### Routing congestion map

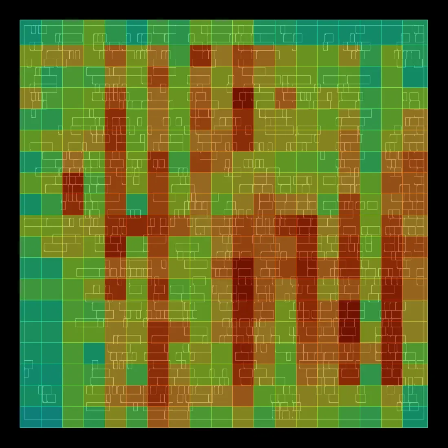
### Sequential cells grouped by signal name

Scale bar: 50 um. Other sequential cells in the stronger gray, the rest of the logic in the fainter gray.
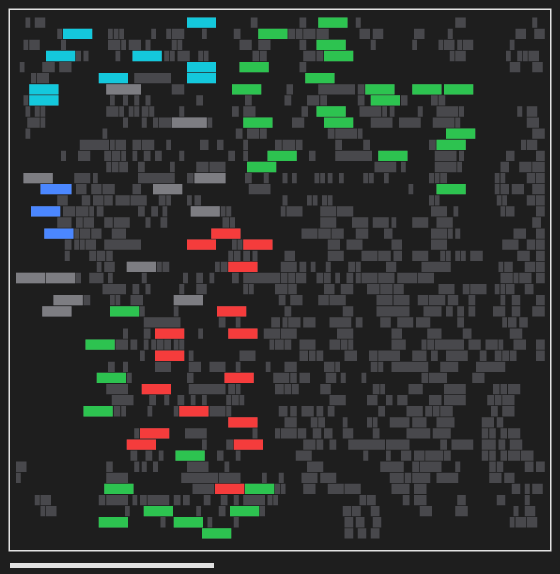
### Nets reached from selected ports

Scale bar: 50 um.
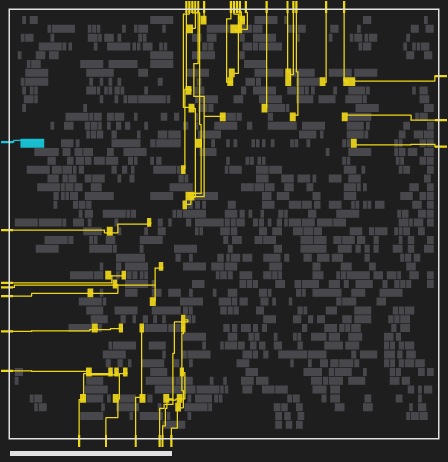
## src/rtl/mem_ctrl_pkg.sv

```systemverilog
// Shared types for the memory sequencing controller: access size, FSM state
// and arbitration grant, plus the alignment check used at request time.
package mem_ctrl_pkg;

   typedef enum logic [1:0] {
      BYTE = 2'b00,
      HALF = 2'b01,
      WORD = 2'b10
   } size_t;

   typedef enum logic [2:0] {
      IDLE,
      RD1,
      RD2,
      RESP,
      MERGE,
      WR,
      ERR
   } state_t;

   typedef enum logic {
      FETCH = 1'b0,
      DATA  = 1'b1
   } grant_t;

   localparam logic [1:0] SIZE_ILLEGAL = 2'b11;

   // Fetches are always word accesses; data accesses must be naturally aligned.
   function automatic logic access_bad(input grant_t     g,
                                       input logic [1:0] a_lo,
                                       input logic [1:0] sz);
      logic bad;
      if (g == FETCH) begin
         bad = (a_lo != 2'b00);
      end else begin
         case (sz)
            2'b00:   bad = 1'b0;
            2'b01:   bad = a_lo[0];
            2'b10:   bad = (a_lo != 2'b00);
            default: bad = 1'b1;
         endcase
      end
      return bad;
   endfunction

endpackage

```

## src/rtl/mem_lane_align.sv

```systemverilog
// Little-endian lane handling: extracts/extends sub-word loads and merges
// sub-word store data into a read-back word.
module mem_lane_align
   import mem_ctrl_pkg::*;
(
   input  logic [1:0]  addr_lo_i,
   input  size_t       size_i,
   input  logic        unsigned_i,
   input  logic [31:0] word_i,
   input  logic [15:0] wdata_i,
   output logic [31:0] load_o,
   output logic [31:0] merge_o
);

   logic [7:0]  byte_sel;
   logic [15:0] half_sel;

   always_comb begin
      byte_sel = 8'h00;
      case (addr_lo_i)
         2'd0: byte_sel = word_i[7:0];
         2'd1: byte_sel = word_i[15:8];
         2'd2: byte_sel = word_i[23:16];
         2'd3: byte_sel = word_i[31:24];
         default: byte_sel = 8'h00;
      endcase
      half_sel = addr_lo_i[1] ? word_i[31:16] : word_i[15:0];
   end

   always_comb begin
      load_o  = word_i;
      merge_o = word_i;
      case (size_i)
         BYTE: begin
            load_o = {{24{~unsigned_i & byte_sel[7]}}, byte_sel};
            case (addr_lo_i)
               2'd0: merge_o[7:0]   = wdata_i[7:0];
               2'd1: merge_o[15:8]  = wdata_i[7:0];
               2'd2: merge_o[23:16] = wdata_i[7:0];
               2'd3: merge_o[31:24] = wdata_i[7:0];
               default: merge_o = word_i;
            endcase
         end
         HALF: begin
            load_o = {{16{~unsigned_i & half_sel[15]}}, half_sel};
            if (addr_lo_i[1]) merge_o[31:16] = wdata_i;
            else              merge_o[15:0]  = wdata_i;
         end
         default: begin
            load_o  = word_i;
            merge_o = word_i;
         end
      endcase
   end

endmodule

```

## src/rtl/mem_controller.sv

```systemverilog
// Two-port arbiter and access sequencer in front of a registered single-port
// word memory; sub-word stores are done as read-modify-write.
//
// state | meaning
// IDLE  | arbitrate, latch request, load mem_addr
// RD1   | address presented to memory
// RD2   | memory read in flight
// RESP  | read data on mem_data_out, ready pulse for load/fetch
// MERGE | splice store lane into read-back word
// WR    | write strobe and d_ready
// ERR   | ready + err for misaligned/illegal request
module mem_controller
   import mem_ctrl_pkg::*;
#(
   parameter int WORD_ADDR_BITS = 9
) (
   input  logic        clk,
   input  logic        reset,
   input  logic        if_req,
   input  logic [31:0] if_addr,
   output logic        if_ready,
   output logic        if_err,
   output logic [31:0] if_rdata,
   input  logic        d_req,
   input  logic        d_we,
   input  logic [31:0] d_addr,
   input  logic [1:0]  d_size,
   input  logic        d_unsigned,
   input  logic [31:0] d_wdata,
   output logic        d_ready,
   output logic        d_err,
   output logic [31:0] d_rdata,
   output logic        mem_write_enable,
   output logic [31:0] mem_addr,
   output logic [31:0] mem_data_in,
   input  logic [31:0] mem_data_out
);

   state_t                    state_q;
   grant_t                    grant_q;
   grant_t                    last_q;
   logic [1:0]                addr_lo_q;
   size_t                     size_q;
   logic                      uns_q;
   logic                      store_q;
   logic [15:0]               wdata_q;
   logic                      mem_we_q;
   logic [WORD_ADDR_BITS-1:0] mem_addr_q;
   logic [31:0]               mem_data_in_q;
   logic                      if_ready_q;
   logic                      if_err_q;
   logic                      d_ready_q;
   logic                      d_err_q;

   grant_t                    grant_d;
   logic                      req_any;
   logic [1:0]                sel_lo;
   logic [WORD_ADDR_BITS-1:0] sel_idx;
   logic                      sel_bad;
   logic [31:0]               load_word;
   logic [31:0]               merge_word;

   // Byte-address bits above the word index alias and are intentionally dropped.
   logic unused_hi_addr;
   assign unused_hi_addr = ^{if_addr[31:WORD_ADDR_BITS+2], d_addr[31:WORD_ADDR_BITS+2]};

   always_comb begin
      req_any = if_req | d_req;
      if (if_req && d_req) grant_d = (last_q == FETCH) ? DATA : FETCH;
      else if (d_req)      grant_d = DATA;
      else                 grant_d = FETCH;
      sel_lo  = (grant_d == DATA) ? d_addr[1:0] : if_addr[1:0];
      sel_idx = (grant_d == DATA) ? d_addr[WORD_ADDR_BITS+1:2]
                                  : if_addr[WORD_ADDR_BITS+1:2];
      sel_bad = access_bad(grant_d, sel_lo, d_size);
   end

   mem_lane_align u_align (
      .addr_lo_i  (addr_lo_q),
      .size_i     (size_q),
      .unsigned_i (uns_q),
      .word_i     (mem_data_out),
      .wdata_i    (wdata_q),
      .load_o     (load_word),
      .merge_o    (merge_word)
   );

   always_ff @(posedge clk) begin
      if (reset) begin
         state_q       <= IDLE;
         grant_q       <= FETCH;
         last_q        <= FETCH;
         addr_lo_q     <= 2'b00;
         size_q        <= WORD;
         uns_q         <= 1'b0;
         store_q       <= 1'b0;
         wdata_q       <= '0;
         mem_we_q      <= 1'b0;
         mem_addr_q    <= '0;
         mem_data_in_q <= '0;
         if_ready_q    <= 1'b0;
         if_err_q      <= 1'b0;
         d_ready_q     <= 1'b0;
         d_err_q       <= 1'b0;
      end else begin
         mem_we_q   <= 1'b0;
         if_ready_q <= 1'b0;
         if_err_q   <= 1'b0;
         d_ready_q  <= 1'b0;
         d_err_q    <= 1'b0;
         case (state_q)
            IDLE: begin
               if (req_any) begin
                  grant_q    <= grant_d;
                  last_q     <= grant_d;
                  addr_lo_q  <= sel_lo;
                  mem_addr_q <= sel_idx;
                  if (grant_d == DATA) begin
                     size_q  <= (d_size == SIZE_ILLEGAL) ? WORD : size_t'(d_size);
                     uns_q   <= d_unsigned;
                     store_q <= d_we;
                     wdata_q <= d_wdata[15:0];
                  end else begin
                     size_q  <= WORD;
                     uns_q   <= 1'b0;
                     store_q <= 1'b0;
                  end
                  if (sel_bad) begin
                     state_q <= ERR;
                     if (grant_d == DATA) begin
                        d_ready_q <= 1'b1;
                        d_err_q   <= 1'b1;
                     end else begin
                        if_ready_q <= 1'b1;
                        if_err_q   <= 1'b1;
                     end
                  end else if (grant_d == DATA && d_we && d_size == 2'b10) begin
                     state_q       <= WR;
                     mem_data_in_q <= d_wdata;
                     mem_we_q      <= 1'b1;
                     d_ready_q     <= 1'b1;
                  end else begin
                     state_q <= RD1;
                  end
               end
            end
            RD1: state_q <= RD2;
            RD2: begin
               if (store_q) begin
                  state_q <= MERGE;
               end else begin
                  state_q <= RESP;
                  if (grant_q == DATA) d_ready_q  <= 1'b1;
                  else                 if_ready_q <= 1'b1;
               end
            end
            MERGE: begin
               state_q       <= WR;
               mem_data_in_q <= merge_word;
               mem_we_q      <= 1'b1;
               d_ready_q     <= 1'b1;
            end
            RESP:    state_q <= IDLE;
            WR:      state_q <= IDLE;
            ERR:     state_q <= IDLE;
            default: state_q <= IDLE;
         endcase
      end
   end

   assign if_ready         = if_ready_q;
   assign if_err           = if_err_q;
   assign d_ready          = d_ready_q;
   assign d_err            = d_err_q;
   assign if_rdata         = (state_q == RESP && grant_q == FETCH) ? mem_data_out : 32'h0;
   assign d_rdata          = (state_q == RESP && grant_q == DATA)  ? load_word    : 32'h0;
   assign mem_write_enable = mem_we_q;
   assign mem_addr         = {{(32-WORD_ADDR_BITS){1'b0}}, mem_addr_q};
   assign mem_data_in      = mem_data_in_q;

endmodule

```

## config.mk

```make
export PLATFORM = sky130hd
export DESIGN_NAME = mem_controller
export DESIGN_NICKNAME = d
export VERILOG_FILES = /design/src/rtl/mem_ctrl_pkg.sv /design/src/rtl/mem_lane_align.sv /design/src/rtl/mem_controller.sv
export SDC_FILE = /design/constraint.sdc
export NUM_CORES = 1
export LEC_CHECK = 0
export CORE_UTILIZATION = 32
export DETAILED_ROUTE_END_ITERATION = 10
export DONT_BUFFER_PORTS = 1
export GPL_ROUTABILITY_DRIVEN = 0
export GPL_TIMING_DRIVEN = 0
export HOLD_SLACK_MARGIN = 0.06
export MAX_ROUTING_LAYER = met4
export PLACE_DENSITY_LB_ADDON = 0.05
export SYNTH_ARGS = -nofsm -noshare
export SYNTH_HDL_FRONTEND = slang
export SYNTH_HIERARCHICAL = 1
export SYNTH_SLANG_ARGS = --single-unit
```

## constraint.sdc

```tcl
create_clock -name clk -period 2.33 [get_ports clk]
set_input_delay 0.5825 -clock clk [delete_from_list [all_inputs] [get_ports clk]]
set_output_delay 0.5825 -clock clk [all_outputs]
set_load 0.01 [all_outputs]
```

==> ci_impl_report.md <==
## Implementation flow summary

| Metric | Value |
|---|---|
| Antenna viol nets, final | 0 |
| Yosys Chip Area | 5430 um^2 |
| Startpoint of the worst-slack reg-to-reg timing path | addr_lo_q[1] |
| Setup bufs post-CTS | 8 |
| Sequential area share after synthesis | 0.265 |
| Total via count after detailed routing | 5636 |
| Vias in the first global route | 5559 |
| Total die area | 17500 um^2 |
| Sink count of the clock tree | 72 |
| FA/HA/MAJ Cells, Area Fraction | 0 |
| Run status | finished, violations left |
| FMAX | 0.396 GHz |
| Number of buffers inserted by hold repair at cts | 0 |
| Pre-CTS setup slack | -139 ps |
| Worst Hold Class | primary input to flip-flop |
| Global-route wire length before repair | 33.3 mm |
| Endpoints failing setup | 32 |
| Violated checks | setup timing |
| Deepest level of the CTS H-tree | 3 |
| Setup slack of the critical path after layout | -193 ps |
| Post-synth top flop | sky130_fd_sc_hd__dfxtp_1 |
| Pwr Density | 1180 nW/um^2 |
| Dominant cell by count in the synthesized netlist | sky130_fd_sc_hd__nor2_1 |
| Clock Skews | 11.0 ps |
About 'Routing congestion map':
global routing usage on met3: 0.0550
routing usage on met1: 0.307
met2 track demand over resource in global routing: 0.425
GRT Overall Usage: 0.257
average wire length per cell after detail routing: 22.3 um

About 'Sequential cells grouped by signal name':
state_q: shown in blue, flops 3. wdata_q: shown in red, flops 16. mem_data_in: shown in green, flops 32, where spread over the die. mem_addr_q: shown in cyan, flops 9, where north-west.
Sequential cell area: 1450 um^2
sequential share of cell area: 0.222
power dissipated in sequential cells: 2330 uW

About 'Nets reached from selected ports':
d_wdata: shown in yellow, bits 32, direction input, edge 17 north, 6 west, 6 south, 3 east, end cells 48, buffers 0, wire 1030 um. if_ready: shown in cyan, bits 1, direction output, edge west, end cells 1, buffers 0, wire 10.4 um.
number of I/O pins: 269
number of buffer cells added on primary ports: 0

[registers in the layout (all words and copies together) (netlist names)]
| name | flops |
|---|---|
| state_q | 3 |
| wdata_q | 16 |
| uns_q | 1 |
| d_ready | 1 |
| addr_lo_q | 2 |
| if_err | 1 |
| size_q | 2 |
| last_q | 1 |
| mem_data_in | 32 |
| store_q | 1 |
| d_err | 1 |
| if_ready | 1 |
| mem_write_enable | 1 |
| mem_addr_q | 9 |
[layout make-up]
class	instances	area, um^2
flip-flops and latches	72	1450
clock inverters	6	36.3
inverters	13	48.8
plain buffers	89	584
clock buffers	10	229
fillers	1718	10000
multi-input cells	567	3790
well taps	220	275
repair buffers	13	125
[per-stage QoR]
step	instances	hold WS [ps]	area (um^2)	utilization	TNS (ps)
CTS	988	366	6370	0.384	-5140
finish	990	374	6540	0.394	-3930
global placement	965	481	5790	0.349	-1140
global route	990	365	6540	0.394	-5550
detailed placement	965	482	5790	0.349	-1430
floorplan	745	429	5520	-	0
[critical path: cells and delay by family, from the launching register on]
family / cells / cell delay [ps]
buffers and inverters: 2 / 270
flip-flops: 1 / 400
AND/OR/NAND/NOR: 2 / 210
multiplexers: 1 / 540
AND-OR/OR-AND: 1 / 180
[per-layer routing]
metal / share of wire / global-route usage / vias to the layer above
li1: - / - / 2641
met3: 0.069 / 0.0550 / 33
met1: 0.42 / 0.307 / 2709
met2: 0.48 / 0.425 / 253
met4: 0.026 / 0.0939 / 0
met5: 0 / - / -
[report_power, final]
group	total (uW)	switching (uW)	internal [uW]
clock network	1260	545	714
logic	4140	2380	1760
registers	2330	607	1720
total	7720	3530	4200
No activity file was given, so power comes from the tool's default toggle rates.
